==> config.mk <==
export PLATFORM = sky130hd
export DESIGN_NAME = shiftreg_out_driver
export DESIGN_NICKNAME = d
export VERILOG_FILES = /design/src/rtl/shiftreg_out_driver.sv
export SDC_FILE = /design/constraint.sdc
export NUM_CORES = 1
export LEC_CHECK = 0
export ABC_CLOCK_PERIOD_IN_PS = 2000
export CAP_MARGIN = 20
export CELL_PAD_IN_SITES_DETAIL_PLACEMENT = 2
export CELL_PAD_IN_SITES_GLOBAL_PLACEMENT = 2
export CORE_ASPECT_RATIO = 1.5
export CORE_MARGIN = 10
export CORE_UTILIZATION = 31
export DETAILED_ROUTE_END_ITERATION = 10
export PLACE_DENSITY_LB_ADDON = 0.2
export SETUP_SLACK_MARGIN = 0.02
export SLEW_MARGIN = 10
export SYNTH_ARGS = -nofsm -noshare
export SYNTH_HDL_FRONTEND = slang
export SYNTH_SLANG_ARGS = --single-unit
export TNS_END_PERCENT = 10
==> constraint.sdc <==
create_clock -name clk -period 2 [get_ports clk]
set_input_delay 0.6 -clock clk [delete_from_list [all_inputs] [get_ports clk]]
set_output_delay 0.6 -clock clk [all_outputs]
set_load 0.01 [all_outputs]
==> src/rtl/shiftreg_out_driver.sv <==
// Serialises accepted parallel words onto a 74HC595-style data/clock/latch interface.
// Optional macro AUTO_LOAD_EN: self-start a frame whenever data_in differs from the last accepted value.
module shiftreg_out_driver #(
    parameter int unsigned DATA_W    = 8,
    parameter int unsigned CLK_DIV   = 4,
    parameter int unsigned MSB_FIRST = 1
) (
    input  logic              clk,
    input  logic              rst_n,
    input  logic [DATA_W-1:0] data_in,
    input  logic              valid,
    output logic              ready,
    output logic              sr_data,
    output logic              sr_clk,
    output logic              sr_latch,
    output logic              done,
    output logic [7:0]        frame_cnt
);

    localparam int unsigned PH_W  = (CLK_DIV > 1) ? $clog2(CLK_DIV) : 1;
    localparam int unsigned BIT_W = (DATA_W > 1) ? $clog2(DATA_W) : 1;

    localparam logic [PH_W-1:0]  PH_LAST  = PH_W'(CLK_DIV - 1);
    localparam logic [BIT_W-1:0] BIT_LAST = BIT_W'(DATA_W - 1);

    localparam logic [1:0] ST_IDLE  = 2'd0;
    localparam logic [1:0] ST_SHIFT = 2'd1;
    localparam logic [1:0] ST_LATCH = 2'd2;

    logic [1:0]        state_q, state_d;
    logic [PH_W-1:0]   phase_q, phase_d;
    logic [BIT_W-1:0]  bit_q, bit_d;
    logic [DATA_W-1:0] shreg_q, shreg_d;
    logic              ready_q, ready_d;
    logic              sr_data_q, sr_data_d;
    logic              sr_clk_q, sr_clk_d;
    logic              sr_latch_q, sr_latch_d;
    logic              done_q, done_d;
    logic [7:0]        frame_cnt_q, frame_cnt_d;
    logic              start_c;
    logic [DATA_W-1:0] shreg_adv_c;

    // Bit that goes on the wire first for a given shift-register content.
    function automatic logic head_bit(input logic [DATA_W-1:0] v);
        return (MSB_FIRST != 0) ? v[DATA_W-1] : v[0];
    endfunction

    assign shreg_adv_c = (MSB_FIRST != 0) ? (shreg_q << 1) : (shreg_q >> 1);

`ifdef AUTO_LOAD_EN
    logic [DATA_W-1:0] last_q;

    assign start_c = (state_q == ST_IDLE) && ((valid && ready_q) || (data_in != last_q));

    always_ff @(posedge clk or negedge rst_n) begin
        if (!rst_n) begin
            last_q <= '0;
        end else if (start_c) begin
            last_q <= data_in;
        end
    end
`else
    assign start_c = valid && ready_q;
`endif

    always_ff @(posedge clk or negedge rst_n) begin
        if (!rst_n) begin
            state_q     <= ST_IDLE;
            phase_q     <= '0;
            bit_q       <= '0;
            shreg_q     <= '0;
            ready_q     <= 1'b1;
            sr_data_q   <= 1'b0;
            sr_clk_q    <= 1'b0;
            sr_latch_q  <= 1'b0;
            done_q      <= 1'b0;
            frame_cnt_q <= 8'd0;
        end else begin
            state_q     <= state_d;
            phase_q     <= phase_d;
            bit_q       <= bit_d;
            shreg_q     <= shreg_d;
            ready_q     <= ready_d;
            sr_data_q   <= sr_data_d;
            sr_clk_q    <= sr_clk_d;
            sr_latch_q  <= sr_latch_d;
            done_q      <= done_d;
            frame_cnt_q <= frame_cnt_d;
        end
    end

    // sr_clk_q doubles as the half-period flag: 0 = low phase, 1 = high phase.
    always_comb begin
        state_d     = state_q;
        phase_d     = phase_q;
        bit_d       = bit_q;
        shreg_d     = shreg_q;
        ready_d     = ready_q;
        sr_data_d   = sr_data_q;
        sr_clk_d    = sr_clk_q;
        sr_latch_d  = sr_latch_q;
        done_d      = 1'b0;
        frame_cnt_d = frame_cnt_q;

        case (state_q)
            ST_IDLE: begin
                if (start_c) begin
                    state_d   = ST_SHIFT;
                    phase_d   = '0;
                    bit_d     = '0;
                    shreg_d   = data_in;
                    ready_d   = 1'b0;
                    sr_clk_d  = 1'b0;
                    sr_data_d = head_bit(data_in);
                end
            end
            ST_SHIFT: begin
                if (phase_q != PH_LAST) begin
                    phase_d = phase_q + PH_W'(1);
                end else begin
                    phase_d = '0;
                    if (!sr_clk_q) begin
                        sr_clk_d = 1'b1;
                    end else if (bit_q == BIT_LAST) begin
                        state_d    = ST_LATCH;
                        sr_clk_d   = 1'b0;
                        sr_data_d  = 1'b0;
                        sr_latch_d = 1'b1;
                    end else begin
                        bit_d     = bit_q + BIT_W'(1);
                        shreg_d   = shreg_adv_c;
                        sr_clk_d  = 1'b0;
                        sr_data_d = head_bit(shreg_adv_c);
                    end
                end
            end
            ST_LATCH: begin
                if (phase_q != PH_LAST) begin
                    phase_d = phase_q + PH_W'(1);
                end else begin
                    phase_d     = '0;
                    state_d     = ST_IDLE;
                    sr_latch_d  = 1'b0;
                    ready_d     = 1'b1;
                    done_d      = 1'b1;
                    frame_cnt_d = frame_cnt_q + 8'd1;
                end
            end
            default: begin
                state_d    = ST_IDLE;
                ready_d    = 1'b1;
                sr_clk_d   = 1'b0;
                sr_data_d  = 1'b0;
                sr_latch_d = 1'b0;
            end
        endcase
    end

    assign ready     = ready_q;
    assign sr_data   = sr_data_q;
    assign sr_clk    = sr_clk_q;
    assign sr_latch  = sr_latch_q;
    assign done      = done_q;
    assign frame_cnt = frame_cnt_q;

endmodule

==> results.ini, run 1 <==
[global_routing]
grtUsageMet1_pct=10.2
use_met2_pct=20.7
grt_pass1_vias=1397

[synthesis]
synthTopCellsByArea=dfrtp_1 (44%), mux2_2 (12%), ha_1 (7.6%), xnor2_1 (3.5%), nand4_1 (2.9%)
syn_nets=148
synth_area_leader_cell=dfrtp_1
top_logic_kind=simple AND/OR/NAND/NOR gates
synth_flops=27

[setup_path]
cpPeakStageDelay_ns=0.53
crit_cells=5
critical_path_class=primary input to register
slowest_stage=clkdlybuf4s50_1

[timing]
finalClockPeriodUsage_pct=96.0

[detailed_routing]
topRoutingLayerUsed=met4
drtPass1Iterations=2
vias_per_cell=5.07
drt-met1-wl_mm=1.54

[final_layout]
num-fill-cells=513
comb_area_share_pct=39.4
nonClockInverterCount=5
layout_top_cell=dfrtp_1
largest_class=multi-input combinational cells
buffer_area_share_pct=19.2

[cts]
ctsResizeCount=1
cts_tree=yes

[placed_design]
dp_cells=223

[power]
top_power_group=combinational logic
p_seq_share_pct=29.7
switching_power_w=0.00120

[run_status]
outcome=finished clean

[job]
drv_cap=0

[floorplanning]
dieArea_um2=8030

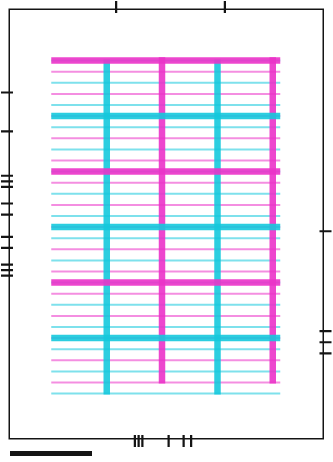
(run_1/floorplan.png)
Scale bar: 20 µm. Pins as bars on the die edge.
Key: VSS = cyan; VDD = magenta
The core has 30 rows. 31 met1 rails follow the rows. 6 straps on met5.
core box area: 4580 µm²
Max IR drop VDD: 0.000503 V
Die Y: 105 µm

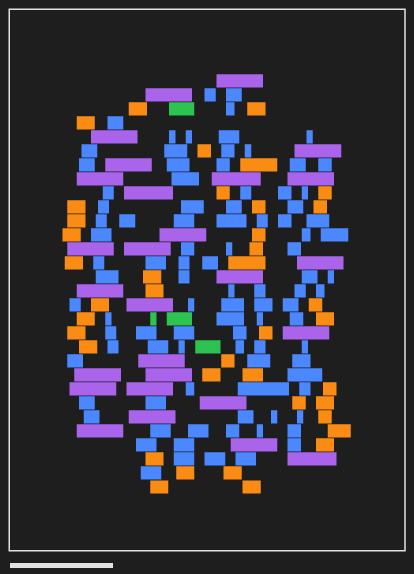
(run_1/class_map.png)
Scale bar: 20 µm.
Key: remaining buffers and delay cells = orange [cells 39, share of their area 20%]; clock drivers and dummy loads = green [cells 4, share of their area 2.4%]; registers = purple [cells 27, share of their area 36%]; remaining logic cells = blue [cells 95, share of their area 42%]
Cell Rows: 30
final instance area: 1990 µm²
flop share of the area: 34.2%
Post-Route Utilization: 43.4%

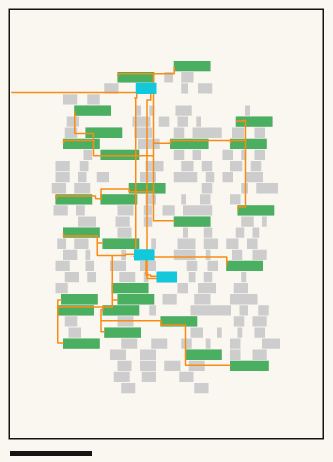
(run_1/clock_wires.png)
Scale bar: 20 µm.
Key: flip-flops = green [count 27]; clock wires = orange [length 454 µm]; clock-net drivers = cyan [count 3]
There are 4 routed clock nets.
Skew-Pair Late Insertion Delay: 0.29 ns
clock skew: 0.00936 ns
clock group share of total power: 10.9%
Clk. pwr: 0.000335 W

--- run 2 (diff from run 1) ---
--- a/config.mk
+++ b/config.mk
@@ -13,7 +13,7 @@
 export CORE_MARGIN = 10
 export CORE_UTILIZATION = 31
 export DETAILED_ROUTE_END_ITERATION = 10
-export PLACE_DENSITY_LB_ADDON = 0.2
+export PLACE_DENSITY_LB_ADDON = 0.1
 export SETUP_SLACK_MARGIN = 0.02
 export SLEW_MARGIN = 10
 export SYNTH_ARGS = -nofsm -noshare
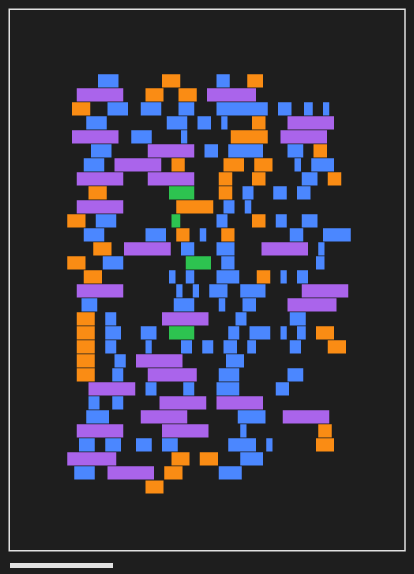
(run_2/class_map.png)
Scale bar: 20 µm.
Key: registers = purple [cells 27, share of their area 36%]; remaining buffers and delay cells = orange [cells 38, share of their area 20%]; clock drivers and dummy loads = green [cells 4, share of their area 2.5%]; remaining logic cells = blue [cells 95, share of their area 42%]
flop share of the area: 34.6%
Post-Route Utilization: 43.0%
final instance area: 1970 µm²

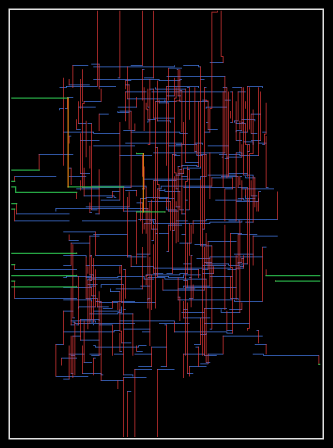
(run_2/layers.png)
Key: M3 = green [wire length 135 µm]; M4 = orange [wire length 36.0 µm]; M1 = blue [wire length 1480 µm]; M2 = red [wire length 2310 µm]
drt wl/cell: 17.4 µm
vias: 1149

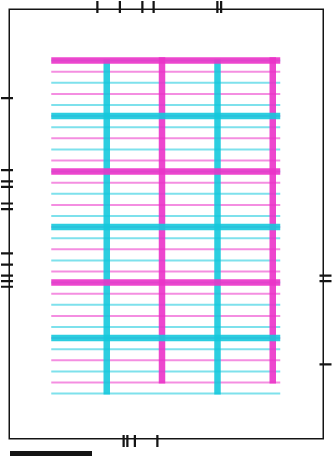
(run_2/floorplan.png)
Scale bar: 20 µm. Pins as bars on the die edge.
Key: VDD = magenta; VSS = cyan
4 straps on met4. 31 met1 rails follow the rows. 6 straps on met5.
Max IR drop VDD: 0.000556 V
Die W: 76.6 µm

==> results.ini, run 2 <==
[run_status]
outcome=finished clean

[final_layout]
num-fill-cells=505
buffer_area_share_pct=18.8
layout_top_cell=dfrtp_1
nonClockInverterCount=5

[global_routing]
use_met2_pct=20.6
grt_pass1_vias=1372

[timing]
finalClockPeriodUsage_pct=95.5
finClkSkew_ns=0.00734

[synthesis]
synth_area_leader_cell=dfrtp_1
syn_nets=148

[detailed_routing]
drt-met1-wl_mm=1.48
topRoutingLayerUsed=met4
drtPass1Iterations=4

[setup_path]
crit_cells=6

[floorplanning]
dieArea_um2=8030
coreArea_um2=4580

[cts]
ctsResizeCount=3
clk_latency_ns=0.28

[power]
pwr-share-clk_pct=10.5
switching_power_w=0.00114
clk-power_w=0.000313

[job]
drv_cap=0

Power is estimated from default activity; no workload was simulated.
